===== config.mk =====
export PLATFORM = sky130hd
export DESIGN_NAME = log_dump_ctrl
export DESIGN_NICKNAME = d
export VERILOG_FILES = /design/src/rtl/log_dump_ctrl.sv
export SDC_FILE = /design/constraint.sdc
export NUM_CORES = 1
export LEC_CHECK = 0
export CORE_MARGIN = 2
export CORE_UTILIZATION = 40
export DETAILED_ROUTE_END_ITERATION = 8
export PLACE_DENSITY_LB_ADDON = 0.3
export SLEW_MARGIN = 25
export SYNTH_ARGS = -nofsm -noshare
export SYNTH_HDL_FRONTEND = slang
export SYNTH_SLANG_ARGS = --single-unit

===== constraint.sdc =====
create_clock -name clk -period 1.8 [get_ports clk]
set_clock_uncertainty 0.15 [all_clocks]
set_input_delay 0.36 -clock clk [delete_from_list [all_inputs] [get_ports clk]]
set_output_delay 0.36 -clock clk [all_outputs]
set_load 0.03 [all_outputs]

===== src/rtl/log_dump_ctrl.sv =====
// Capture-memory sequencer: arms a capture, waits for the memory to fill, then
// streams DUMP_LEN words from address 0 upward over a valid/ready link.
module log_dump_ctrl #(
  parameter int DATA_W     = 32,
  parameter int ADDR_W     = 15,
  parameter int DUMP_LEN   = 32768,
  parameter int RD_LATENCY = 2
) (
  input  logic              clk,
  input  logic              reset,
  input  logic              i_cmd_capture,
  input  logic              i_cmd_dump,
  input  logic              i_cmd_abort,
  input  logic              i_mem_full,
  input  logic [DATA_W-1:0] i_data_log,
  output logic              o_run_log,
  output logic              o_read_log,
  output logic [ADDR_W-1:0] o_addr_log,
  output logic [DATA_W-1:0] o_data,
  output logic              o_valid,
  input  logic              i_ready,
  output logic              o_busy,
  output logic              o_done
);

  typedef enum logic [2:0] {
    IDLE    = 3'd0,
    CAPTURE = 3'd1,
    FULL    = 3'd2,
    READ    = 3'd3,
    WAIT    = 3'd4,
    SEND    = 3'd5
  } state_t;

  localparam logic [ADDR_W-1:0] LAST_ADDR = ADDR_W'(DUMP_LEN - 1);
  localparam logic [2:0]        LAT_LOAD  = 3'(RD_LATENCY - 1);

  state_t              state_reg, state_next;
  logic [ADDR_W-1:0]   addr_reg, addr_next;
  logic [2:0]          cnt_reg, cnt_next;
  logic [DATA_W-1:0]   data_reg, data_next;
  logic                run_reg, run_next;
  logic                read_reg, read_next;
  logic                valid_reg, valid_next;
  logic                busy_reg, busy_next;
  logic                done_reg, done_next;

  always_comb begin
    state_next = state_reg;
    addr_next  = addr_reg;
    cnt_next   = cnt_reg;
    data_next  = data_reg;
    valid_next = valid_reg;
    run_next   = 1'b0;
    done_next  = 1'b0;

    case (state_reg)
      IDLE: begin
        if (i_cmd_dump && i_mem_full) begin
          addr_next  = '0;
          state_next = READ;
        end else if (i_cmd_capture) begin
          run_next   = 1'b1;
          state_next = CAPTURE;
        end
      end
      CAPTURE: begin
        if (i_cmd_abort) begin
          state_next = IDLE;
        end else if (i_mem_full) begin
          state_next = FULL;
        end
      end
      FULL: begin
        if (i_cmd_dump) begin
          addr_next  = '0;
          state_next = READ;
        end else if (i_cmd_capture) begin
          run_next   = 1'b1;
          state_next = CAPTURE;
        end
      end
      READ: begin
        cnt_next   = LAT_LOAD;
        state_next = WAIT;
      end
      WAIT: begin
        if (cnt_reg == 3'd0) begin
          data_next  = i_data_log;
          valid_next = 1'b1;
          state_next = SEND;
        end else begin
          cnt_next = cnt_reg - 3'd1;
        end
      end
      SEND: begin
        if (valid_reg && i_ready) begin
          valid_next = 1'b0;
          if (addr_reg == LAST_ADDR) begin
            done_next  = 1'b1;
            state_next = FULL;
          end else begin
            addr_next  = addr_reg + 1'b1;
            state_next = READ;
          end
        end
      end
      default: state_next = IDLE;
    endcase

    // Abort drops any pending word and parks in FULL so a fresh dump can follow.
    if (i_cmd_abort && (state_reg == READ || state_reg == WAIT || state_reg == SEND)) begin
      valid_next = 1'b0;
      done_next  = 1'b0;
      addr_next  = '0;
      state_next = FULL;
    end

    read_next = (state_next == READ) || (state_next == WAIT) || (state_next == SEND);
    busy_next = read_next || (state_next == CAPTURE);
  end

  always_ff @(posedge clk) begin
    if (!reset) begin
      state_reg <= IDLE;
      addr_reg  <= '0;
      cnt_reg   <= '0;
      data_reg  <= '0;
      run_reg   <= 1'b0;
      read_reg  <= 1'b0;
      valid_reg <= 1'b0;
      busy_reg  <= 1'b0;
      done_reg  <= 1'b0;
    end else begin
      state_reg <= state_next;
      addr_reg  <= addr_next;
      cnt_reg   <= cnt_next;
      data_reg  <= data_next;
      run_reg   <= run_next;
      read_reg  <= read_next;
      valid_reg <= valid_next;
      busy_reg  <= busy_next;
      done_reg  <= done_next;
    end
  end

  assign o_run_log  = run_reg;
  assign o_read_log = read_reg;
  assign o_addr_log = addr_reg;
  assign o_data     = data_reg;
  assign o_valid    = valid_reg;
  assign o_busy     = busy_reg;
  assign o_done     = done_reg;

endmodule

Figure 1. Routed clock nets over the placement (run 1).
(6 px per um)
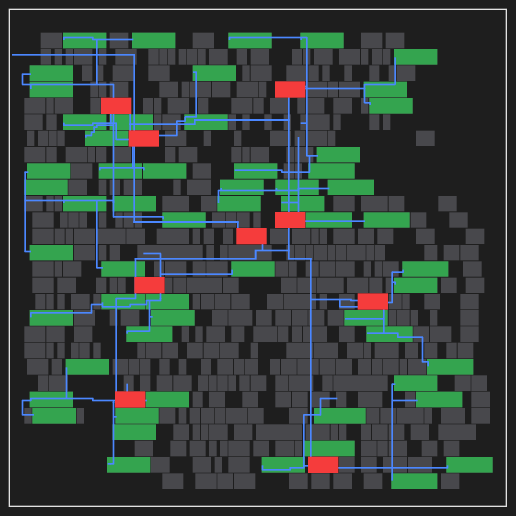
- red: clock drivers (count 9)
- green: flip-flops (count 58)
- blue: clock wires (length 757 um)
- routed clock nets: 10
- flops lie: widely spread

Figure 2. Clock routing (run 1).
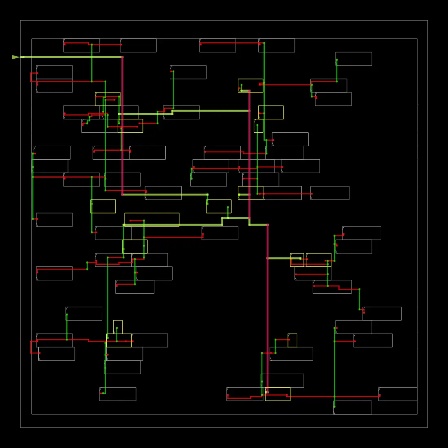
CTS Sinks: 58
CTS buffer count: 9
Flop Count: 58
worst skew pair latency: 340 ps
Clk. pwr: 1.22 mW

==> out/metrics.csv, run 1 <==
metric;value;unit
CTS H-tree depth;3;
Setup crit end kind;register;
Pre-antenna DRT Iters;4;
# setup viols final;5;
Cell Area, Synth;0.00247;sq mm
CP Launch Type;register;
XORs/XNORs by Area;0.0177;
FP Util;0.415;
Synth Warn #;0;
Critical Path RT;1870;ps
final period utilization;1.09;
chip area in the Yosys report;0.00247;sq mm
worst r2r path cells;7;
Die Wd;82.6;um
Core Area;0.00596;sq mm
Worst Setup Slack, final;-156;ps
root buffer cell;clkbuf_8;
Final Power;3.15;mW
Min Hold Slack;301;ps
WHS Path Cells;2;
status;finished, violations left;
failing checks;negative setup slack;
CP max FO;4;
grt ovf;0;
GRT Util Overall;0.205;
share of cells above drive strength 1;0.259;
via/cell ratio;5.02;
Buffers on Ports;90;
power density over the cells;766;mW/mm^2
unrepaired setup endpoints after global routing;true;
reg2reg setup slack;-160;ps
antenna violations before repair;0;
synthesized-area fraction occupied by and/or/nand/nor cells;0.269;
WP data arrival;2030;ps
Peak Freq;0.511;GHz
num rows;28;
worst hold start;o_data[13]$_SDFFE_PN0P_;
drt drc;0;
Figure 3. Placement by cell class (run 1).
(4 px per um) Fill, decap, tap and diode cells in gray.
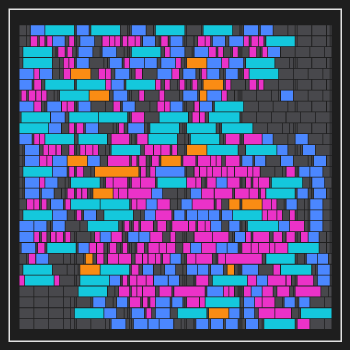
- orange: clock drivers and dummy loads (cells 16; share of their area 5.1%)
- blue: remaining buffers and delay cells (cells 143; share of their area 31%)
- cyan: sequential cells (cells 58; share of their area 29%)
- magenta: combinational and other logic (cells 238; share of their area 34%)

Figure 4. Signal wires on met2 (run 1).
(4 px per um) Cells faint in the background.
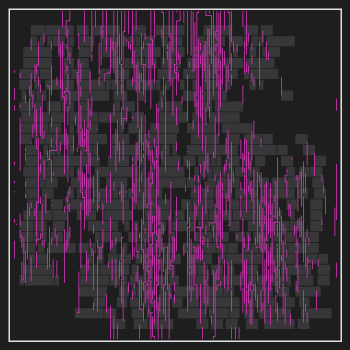
- nets with wire on the layer: 426
- share of all routed wire: 50%
GR Util met2: 0.344
routed via count: 2663
total wire length: 6970 um

==> run 1: synthesized netlist by cell type, types with 2 or more instances <==
cell type  count  area share
buf_2          6       0.012
xnor2_1        5       0.018
a31oi_1        2      0.0051
a21oi_2        2      0.0071
clkbuf_1       7       0.011
nor2_1        21       0.032
inv_1          8       0.012
nand3_1        8       0.016
ha_1           3       0.015
or2_2          2      0.0051
nand2b_1       7       0.018
or3_2          2      0.0061
a21oi_1       45       0.091
nand2_1       78        0.12
o31ai_1        2      0.0061
o21a_1         6       0.018
nand4_1        3      0.0076
o21ai_1        2      0.0041
mux2i_1        4       0.016
a221oi_1       2      0.0071
nor4_1         4       0.010
a21o_1         2      0.0061
dfxtp_1       58        0.47
o21ai_0        6       0.012
nor3_1         5       0.010
==> run 1: how the worst max path moves through the flow <==
stage / start / endpoint / slack [ps] / depth (start not counted)
4_1_cts: o_addr_log[1]$_SDFFE_PP0P_ / o_addr_log[9]$_SDFFE_PP0P_ / -140 / 7
3_5_place_dp: i_ready / o_addr_log[3]$_SDFFE_PP0P_ / -390 / 6
2_1_floorplan: o_addr_log[1]$_SDFFE_PP0P_ / o_addr_log[3]$_SDFFE_PP0P_ / -130 / 6
3_3_place_gp: i_ready / o_addr_log[3]$_SDFFE_PP0P_ / -340 / 6
6_report: o_addr_log[1]$_SDFFE_PP0P_ / o_addr_log[9]$_SDFFE_PP0P_ / -160 / 7
5_1_grt: o_addr_log[1]$_SDFFE_PP0P_ / o_addr_log[9]$_SDFFE_PP0P_ / -200 / 7
==> run 1: critical path, stage by stage (launching register included) <==
cell	delay [ps]
dfxtp_4	360
ha_4	150
nand3_4	100
or4_4	560
a31oi_4	220
buf_4	160
or4_4	110
a21oi_2	40
==> run 1: power breakdown <==
group          switching [mW]  internal (mW)
clock                   0.515          0.707
sequential             0.0303           1.33
combinational           0.298          0.273
total                   0.842           2.31
==> run 1: timing repair <==
item                                    CTS  global route
endpoints found under the setup margin   62            33
endpoints found under the hold margin     0             0
setup buffers                             3             0
gates cloned                              0             1
gates resized                            56            24
pin swaps                                 2             4
hold buffers                              0             0
==> run 1: metal layers <==
metal,up-vias,routed length (um),GRT usage
met2,62,3510,0.344
met4,0,106,0.0869
li1,1339,-,-
met5,-,0,0
met1,1251,2990,0.231
met3,11,361,0.0804
==> run 1: stage by stage <==
step           TNS, ps  setup WS [ps]   util  area [sq um]  std cells
5_1_grt          -1260           -196  0.691          4120        530
3_5_place_dp     -5410           -388  0.645          3840        510
3_3_place_gp     -4990           -345  0.645          3840        510
4_1_cts           -680           -140  0.675          4020        529
2_1_floorplan     -921           -129      -          2510        308
6_report          -705           -156  0.691          4120        530
==> run 1: final cells by class <==
| cell class | count | share of cell area |
|---|---|---|
| Clock buffer | 11 | 0.0368 |
| Tap cell | 75 | 0.0228 |
| Clock inverter | 5 | 0.0128 |
| Timing Repair Buffer | 143 | 0.306 |
| Sequential cell | 58 | 0.287 |
| Inverter | 9 | 0.00821 |
| Multi-Input combinational cell | 229 | 0.327 |
Figure 5. Ports around the boundary (run 1).
(3 px per um) Pins as bars across the die edge, other pins in gray.
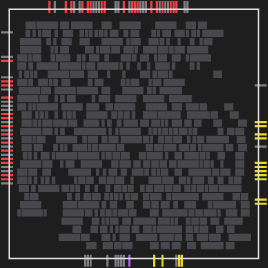

==> inputs of run 2 (changes only) <==
--- a/config.mk
+++ b/config.mk
@@ -5,7 +5,7 @@
 export SDC_FILE = /design/constraint.sdc
 export NUM_CORES = 1
 export LEC_CHECK = 0
-export CORE_MARGIN = 2
+export CORE_MARGIN = 1.5
 export CORE_UTILIZATION = 40
 export DETAILED_ROUTE_END_ITERATION = 8
 export PLACE_DENSITY_LB_ADDON = 0.3
Figure 6. Ports around the boundary (run 2).
(3 px per um) Pins as bars across the die edge, other pins in gray.
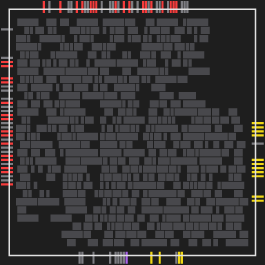
- red: i_data_log (pins 32; direction input; edge 17 top, 15 left)
- yellow: o_addr_log (pins 15; direction output; edge 11 right, 4 bottom)
- purple: i_cmd_capture (pins 1; direction input; edge bottom)
- all pins by edge: 35 top, 30 left, 14 bottom, 12 right
Die Wd: 81.6 um
Buffers on Ports: 90
Die Y: 81.6 um

Figure 7. Clock routing (run 2).
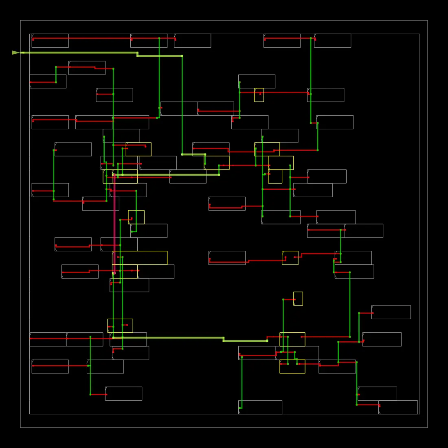
worst skew pair latency: 330 ps
Clk. pwr: 1.18 mW
# clk buffers: 9

==> run 2 against run 1 <==
Effect of this change:
- the run still ends with negative setup slack left
- area after synthesis unchanged
- global-route usage is 0.78 points higher
- sequential cell count is the same
- highest routed layer unchanged
- largest power group unchanged
==> out/metrics.csv, run 2 <==
metric;value;unit;change
status;finished, violations left;;
failing checks;negative setup slack;;
total wire length;7040;um;+1.0%
unrepaired setup endpoints after global routing;true;;
FP Util;0.415;;unchanged
syn nets;350;;
CTS Sinks;58;;unchanged
GRT Util Overall;0.213;;+0.00784
Area Growth Syn to Fin;67.3;%;
cts hold-fix bufs;0;;unchanged
num rows;28;;unchanged
Peak Freq;0.511;GHz;about the same
# setup viols final;10;;+5
Synth Warn #;0;;unchanged
Setup crit end kind;register;;
Cell Area, Synth;0.00247;sq mm;unchanged
antenna violations before repair;0;;unchanged
commonest cells in the netlist;nand2_1, dfxtp_1, a21oi_1, nor2_1;;
final period utilization;1.09;;about the same
placed cells;511;;+0.20%
Commonest flop;dfxtp_1;;
CP max FO;5;;+1
Non-Filler Instances;531;;+0.19%
grt ovf;0;;unchanged
drt drc;0;;unchanged
area leader, netlist;dfxtp_1;;
Syn Inst Count;308;;
CTS H-tree depth;3;;unchanged
root buffer cell;clkbuf_8;;
top cells by area;dfxtp_1, nand2_1, a21oi_1;;
CP peak stage delay;550;ps;about the same
worst path cell trace;ha_4, nand3_4, or4_4, a31oi_4, buf_6, or3_2, a21oi_1;;
via/cell ratio;4.99;;-0.68%
Pre-antenna DRT Iters;4;;unchanged
setup TNS after final layout;-954;ps;-249 ps
Worst Setup Slack, final;-156;ps;-0.156 ps
CP Launch Type;register;;
Dominant cell area share;0.470;;unchanged
WP data arrival;2020;ps;about the same
count leader, synth;nand2_1;;
share of cells above drive strength 1;0.259;;-0.000569
Core Area;0.00596;sq mm;unchanged
routed via count;2650;;-0.49%
Final Cell Area;0.00414;sq mm;+0.49%
crit path buf inv count;1;;unchanged
CTS buffer count;9;;unchanged
power density over the cells;752;mW/mm^2;-1.7%
placement-stage cell area;0.00385;sq mm;+0.20%
CP max-delay cell;or4_4;;
Critical Path RT;1870;ps;about the same
Figure 8. Signal wires on met2 (run 2).
(4 px per um) Cells faint in the background.
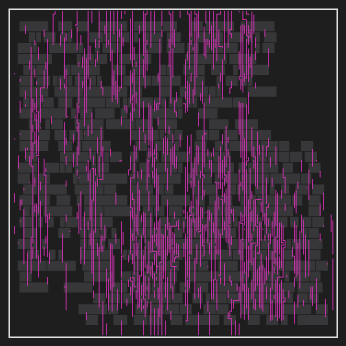
- main direction: vertical
- longest straight run: 34.7 um

## run 2: logic make-up (layout without fill, tap and decap cells)
group                      Yosys count  after routing  synth area share
DFF                                 58             58             0.470
muxes                                4              4            0.0162
buffers and inverters               22            169            0.0365
adders and majority gates            3              3            0.0152
and+or+nand+nor                    143            144             0.269
AOI/OAI and AO/OA                   73             73             0.176
xor gates and xnor gates             5              5            0.0177
## run 2: final timing paths
| check | startpoint | to | slack [ps] | cells after the start |
|---|---|---|---|---|
| max | o_addr_log[1]$_SDFFE_PP0P_ | o_addr_log[2]$_SDFFE_PP0P_ | -160 | 7 |
| min | o_data[20]$_SDFFE_PN0P_ | o_data[20]$_SDFFE_PN0P_ | 300 | 2 |
| min reg2reg | o_data[20]$_SDFFE_PN0P_ | o_data[20]$_SDFFE_PN0P_ | 300 | 2 |
| max reg2reg | o_addr_log[1]$_SDFFE_PP0P_ | o_addr_log[2]$_SDFFE_PP0P_ | -160 | 7 |
## run 2: area by class of cell
| cell class | count | area, sq um |
|---|---|---|
| multi-input cells | 229 | 1350 |
| clock inverters | 7 | 70.1 |
| flip-flops and latches | 58 | 1180 |
| fillers | 493 | 1820 |
| well taps | 75 | 93.8 |
| clock buffers | 9 | 124 |
| repair buffers | 144 | 1280 |
| inverters | 9 | 33.8 |
## run 2: routing by layer
layer / global-route usage / vias up / share of wire
met4: 0.0729 / 0 / 0.011
met5: 0 / - / 0
met3: 0.0789 / 10 / 0.057
li1: - / 1339 / -
met1: 0.260 / 1230 / 0.44
met2: 0.345 / 71 / 0.49
## run 2: where the power goes
| part | switching, mW | total (mW) | internal [mW] |
|---|---|---|---|
| clock | 0.546 | 1.18 | 0.636 |
| combinational | 0.298 | 0.570 | 0.272 |
| sequential | 0.0300 | 1.36 | 1.33 |
| total | 0.874 | 3.11 | 2.24 |
## run 2: through the flow
| step | worst slack [ps] | hold WS [ps] | utilization | power, mW |
|---|---|---|---|---|
| 3_3_place_gp | -339 | 290 | 0.646 | 1.92 |
| 6_report | -156 | 299 | 0.694 | 3.11 |
| 3_5_place_dp | -444 | 296 | 0.646 | 1.94 |
| 5_1_grt | -229 | 313 | 0.694 | 3.25 |
| 2_1_floorplan | -129 | 296 | - | 1.66 |
| 4_1_cts | -127 | 302 | 0.676 | 3.10 |
## run 2: tightest hold or removal path: stages (launching register included)
cell,delay (ps)
dfxtp_1,300
nand2_1,50
a21oi_1,50
## run 2: what timing repair did
item,CTS,global route
resized,61,22
gates cloned,0,1
endpoints found under the setup margin,62,49
buffers inserted,2,1
pin swaps,3,4
Power is estimated from default activity; no workload was simulated.
